run_1/sizing.png
Drawn at 1.5 px/µm.
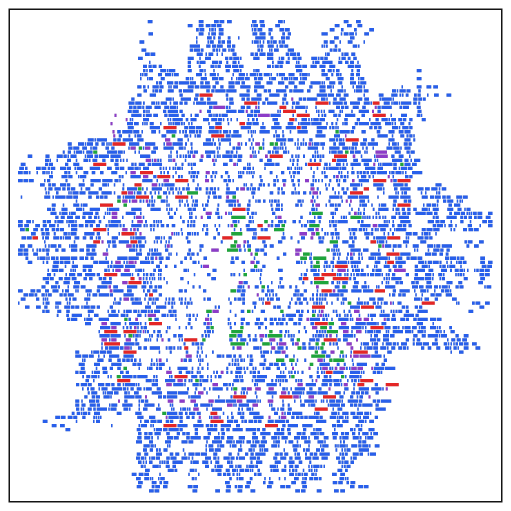
run_1/port_trees.png
Drawn at 1 px/µm.
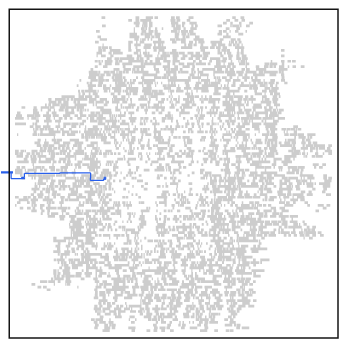
run_1/pinout.png
Drawn at 1.5 px/µm. Pins as bars across the die edge, other pins in gray.
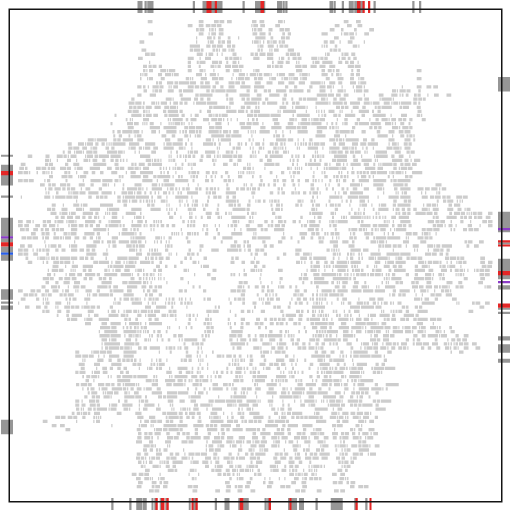
### config.mk
export PLATFORM = sky130hd
export DESIGN_NAME = pragmatic_term_scheduler
export DESIGN_NICKNAME = d
export VERILOG_FILES = /design/src/rtl/pragmatic_term_scheduler.sv
export SDC_FILE = /design/constraint.sdc
export NUM_CORES = 1
export LEC_CHECK = 0
export CORE_MARGIN = 5
export CORE_UTILIZATION = 30
export CTS_CLUSTER_DIAMETER = 40
export DETAILED_ROUTE_END_ITERATION = 7
export GPL_TIMING_DRIVEN = 0
export PLACE_DENSITY_LB_ADDON = 0.3
export SLEW_MARGIN = 20
export SYNTH_ARGS = -nofsm -noshare
export SYNTH_HDL_FRONTEND = slang
export SYNTH_SLANG_ARGS = --single-unit
### constraint.sdc
create_clock -name clk -period 16.7 [get_ports clk]
set_input_delay 2.505 -clock clk [delete_from_list [all_inputs] [get_ports clk]]
set_output_delay 2.505 -clock clk [all_outputs]
set_load 0.03 [all_outputs]
### src/rtl/pragmatic_term_scheduler.sv
// pragmatic_term_scheduler: recodes a vector of signed weights into NAF
// signed power-of-two terms and issues, per beat, one term per lane within
// a 4-position window above the shared base position.
module pragmatic_term_scheduler #(
  parameter int DATA_WIDTH = 8,
  parameter int VEC_LENGTH = 16,
  localparam int PW = $clog2(DATA_WIDTH)
) (
  input  logic                             clk,
  input  logic                             reset,
  input  logic [DATA_WIDTH*VEC_LENGTH-1:0] w_in,
  input  logic                             in_valid,
  output logic                             in_ready,
  output logic [2*VEC_LENGTH-1:0]          shift_1st_sel,
  output logic [VEC_LENGTH-1:0]            shift_1st_en,
  output logic [VEC_LENGTH-1:0]            is_neg,
  output logic [PW-1:0]                    shift_2nd_sel,
  output logic                             shift_2nd_en,
  output logic                             out_valid,
  input  logic                             out_ready,
  output logic                             out_first,
  output logic                             out_last
);

  typedef enum logic {IDLE, BUSY} state_t;

  state_t state_q, state_d;
  logic [DATA_WIDTH*VEC_LENGTH-1:0] pos_q, neg_q;
  logic                             first_q;

  logic [DATA_WIDTH*VEC_LENGTH-1:0] naf_pos, naf_neg, pos_clr;
  logic [PW-1:0]                    low_idx [VEC_LENGTH];
  logic [VEC_LENGTH-1:0]            lane_nz;
  logic [PW-1:0]                    base;
  logic [PW-1:0]                    lane_off;
  logic                             any_term;
  logic [VEC_LENGTH-1:0]            issue_en, issue_neg;
  logic [2*VEC_LENGTH-1:0]          issue_sel;
  logic                             beat_last;
  logic                             busy, load, fire;

  // NAF recoding of each lane: recode |w|, then flip digit signs for negative w.
  for (genvar gi = 0; gi < VEC_LENGTH; gi++) begin : g_naf
    logic [DATA_WIDTH-1:0] w;
    logic [DATA_WIDTH:0]   ext, mag, xh, x3, c, np, nm;
    logic                  unused_hi;
    assign w   = w_in[gi*DATA_WIDTH +: DATA_WIDTH];
    assign ext = {w[DATA_WIDTH-1], w};
    assign mag = w[DATA_WIDTH-1] ? (~ext + 1'b1) : ext;
    assign xh  = mag >> 1;
    assign x3  = mag + xh;
    assign c   = xh ^ x3;
    assign np  = x3 & c;
    assign nm  = xh & c;
    // The top digit is always zero for magnitudes up to 2^(DATA_WIDTH-1).
    assign unused_hi = np[DATA_WIDTH] | nm[DATA_WIDTH];
    assign naf_pos[gi*DATA_WIDTH +: DATA_WIDTH] = np[DATA_WIDTH-1:0] | nm[DATA_WIDTH-1:0];
    assign naf_neg[gi*DATA_WIDTH +: DATA_WIDTH] =
      w[DATA_WIDTH-1] ? np[DATA_WIDTH-1:0] : nm[DATA_WIDTH-1:0];
  end

  assign busy = (state_q == BUSY);
  assign fire = busy && out_ready;
  assign load = in_valid && in_ready;

  // Lowest pending digit per lane and the shared base (min over non-empty lanes).
  always_comb begin
    any_term = 1'b0;
    base     = '1;
    for (int j = 0; j < VEC_LENGTH; j++) begin
      low_idx[j] = '0;
      for (int b = DATA_WIDTH - 1; b >= 0; b--) begin
        if (pos_q[j*DATA_WIDTH + b]) low_idx[j] = PW'(b);
      end
      lane_nz[j] = |pos_q[j*DATA_WIDTH +: DATA_WIDTH];
      if (lane_nz[j] && (low_idx[j] < base)) base = low_idx[j];
      any_term = any_term | lane_nz[j];
    end
    if (!any_term) base = '0;
  end

  // Lanes within base..base+3 issue their lowest digit; compute the post-beat masks.
  always_comb begin
    issue_en  = '0;
    issue_neg = '0;
    issue_sel = '0;
    pos_clr   = pos_q;
    lane_off  = '0;
    for (int j = 0; j < VEC_LENGTH; j++) begin
      lane_off = low_idx[j] - base;
      if (lane_nz[j] && ({1'b0, low_idx[j]} <= ({1'b0, base} + (PW+1)'(3)))) begin
        issue_en[j]       = 1'b1;
        issue_sel[2*j +: 2] = lane_off[1:0];
        issue_neg[j]      = neg_q[j*DATA_WIDTH + int'(low_idx[j])];
        pos_clr[j*DATA_WIDTH + int'(low_idx[j])] = 1'b0;
      end
    end
    beat_last = ~|pos_clr;
  end

  // State register.
  always_ff @(posedge clk) begin
    if (reset) state_q <= IDLE;
    else       state_q <= state_d;
  end

  // Next state: stay busy across the last beat only when a new vector is taken.
  always_comb begin
    state_d = state_q;
    case (state_q)
      IDLE:    if (load) state_d = BUSY;
      BUSY:    if (fire && beat_last) state_d = load ? BUSY : IDLE;
      default: state_d = IDLE;
    endcase
  end

  // Outputs: beat fields are driven only while busy so idle shows all zeros.
  always_comb begin
    out_valid     = busy;
    in_ready      = !busy || (out_ready && beat_last);
    shift_1st_en  = busy ? issue_en  : '0;
    shift_1st_sel = busy ? issue_sel : '0;
    is_neg        = busy ? issue_neg : '0;
    shift_2nd_sel = busy ? base      : '0;
    shift_2nd_en  = busy && any_term;
    out_first     = busy && first_q;
    out_last      = busy && beat_last;
  end

  // Digit masks: load a fresh NAF, or retire the issued digits on a consumed beat.
  always_ff @(posedge clk) begin
    if (reset) begin
      pos_q   <= '0;
      neg_q   <= '0;
      first_q <= 1'b0;
    end else if (load) begin
      pos_q   <= naf_pos;
      neg_q   <= naf_neg;
      first_q <= 1'b1;
    end else if (fire) begin
      pos_q   <= pos_clr;
      first_q <= 1'b0;
    end
  end

endmodule

==> results.py, run 1 <==
# Synthesis and PnR figures
metrics = {
    "synth": {
        "postSynthAreaPerCell_um2": 7.81,
        "synth_warnings": 0,
        "syn_area_um2": 30200,
        "mux_share_pct": 9.38,
        "yosys.area.top_type": "dfxtp_1",
        "numSynthFlops": 258,
        "most_common_cell": "ha_1",
        "ys_top_cells_by_area": "dfxtp_1, ha_1, a211oi_1",
    },
    "global_routing": {
        "met2_usage_pct": 35.4,
        "met3_usage_pct": 3.97,
        "busiest_layer": "met2",
    },
    "routing": {
        "vias": 30900,
        "drt-vias-per-instance": 5.60,
    },
    "worst_setup_path": {
        "slowest_stage": "o21ai_0",
        "crit_path_max_fanout": 10,
        "cp_num_buf_inv": 13,
        "crit_type": "reg -> out",
    },
    "final_timing": {
        "finalSetupViolations": 0,
    },
    "place": {
        "place_congestion": 1.01,
    },
    "final_layout": {
        "final_util_pct": 36.3,
    },
    "clock_tree": {
        "clk_pin_slew_ps": 50,
    },
    "outcome": {
        "outcome": "complete, no violations",
    },
    "worst_hold_path": {
        "hold_depth": 2,
    },
}
About sizing.png:
green -> x3 and x4  # cells 85, share 2.0%, most used buf_4
red -> x6 and larger  # cells 87, share 2.1%, most used clkbuf_16
blue -> x1 and smaller  # cells 3843, share 91%, most used ha_1
purple -> x2  # cells 200, share 4.7%, most used mux2_2
Layout Cell Area excl Fill: 36300 µm²
Buffers excl. clock: 415
final worst slack: 385 ps

About port_trees.png:
blue -> out_first  # bits 1, direction output, end cells 1, buffers 1, wire 120 µm
PortBufs: 189
io pins: 204

About pinout.png:
blue -> out_first  # pins 1, direction output, edge left
red -> shift_1st_sel  # pins 32, direction output, edge 12 bottom, 10 top, 6 right, 4 left
purple -> shift_2nd_sel  # pins 3, direction output, edge 2 right, 1 left
all pins by edge = 57 bottom, 54 top, 48 left, 45 right
Die W: 327 µm
Vert. Die Dim: 327 µm

## Run 2: what changed since run 1
--- a/config.mk
+++ b/config.mk
@@ -10,7 +10,7 @@
 export CTS_CLUSTER_DIAMETER = 40
 export DETAILED_ROUTE_END_ITERATION = 7
 export GPL_TIMING_DRIVEN = 0
-export PLACE_DENSITY_LB_ADDON = 0.3
+export PLACE_DENSITY_LB_ADDON = 0.2
 export SLEW_MARGIN = 20
 export SYNTH_ARGS = -nofsm -noshare
 export SYNTH_HDL_FRONTEND = slang
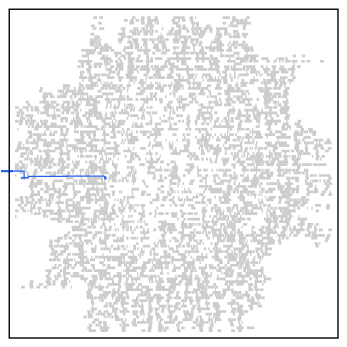
run_2/port_trees.png
Drawn at 1 px/µm.
blue -> out_first  # bits 1, direction output, end cells 1, buffers 1, wire 111 µm

==> run 2 against run 1 <==
Synthesized area stayed put. Final area is 1.2% higher. Clock-buffer cell count is 12 higher. Register-to-register slack better by 150 ps. Sequential share of layout area is 0.16 points lower. Wire length is 2.0% higher. Fmax hardly changed. Via count hardly changed. Worst setup slack better by 15 ps. Synthesized cell count stayed put. Worst hold slack better by 3.6 ps. Critical endpoint unchanged. Largest cell class unchanged. Highest routed layer unchanged.
==> results.py, run 2 <==
# Synthesis and PnR figures
metrics = {
    "worst_setup_path": {
        "slowest_stage": "or4_4",
        "crit_type": "reg -> out",
        "cp-startpoint": "pos_q[8]",
        "crit_path_max_fanout": 10,
        "cp_num_buf_inv": 11,
        "max_stage_delay_ps": 590,
    },
    "run": {
        "tool_warnings": 154,
    },
    "final_layout": {
        "finalInstanceArea_um2": 36700,
        "inverters": 363,
        "final_util_pct": 36.7,
        "buffers": 415,
    },
    "place": {
        "postPlaceCellArea_um2": 34000,
        "numPortBuffers": 189,
        "place_congestion": 0.978,
    },
    "die": {
        "chipWidth_um": 327,
        "io_pins": 204,
        "fp.dieH_um": 327,
    },
    "synth": {
        "numSynthFlops": 258,
        "synth_warnings": 0,
        "async_reset_ff_share_pct": 0,
        "mux_share_pct": 9.38,
        "yosys_cells": 3868,
        "most_common_cell": "ha_1",
        "ys_top_cells_by_area": "dfxtp_1, ha_1, a211oi_1",
        "yosys.area.top_type": "dfxtp_1",
        "postSynthAreaPerCell_um2": 7.81,
    },
    "global_routing": {
        "busiest_layer": "met2",
        "met2_usage_pct": 36.7,
        "met3_usage_pct": 3.17,
        "grt_pass1_wl_um": 189000,
    },
    "final_timing": {
        "finalSetupViolations": 0,
        "fin_ws_ps": 400,
    },
    "routing": {
        "vias": 30900,
        "drt-vias-per-instance": 5.58,
    },
    "clock_tree": {
        "clk_pin_slew_ps": 50,
        "root_buffer": "clkbuf_16",
        "cts_buffer_depth": 3,
    },
    "worst_hold_path": {
        "hp-class": "reg -> reg",
        "hold_depth": 2,
    },
    "outcome": {
        "outcome": "complete, no violations",
    },
}
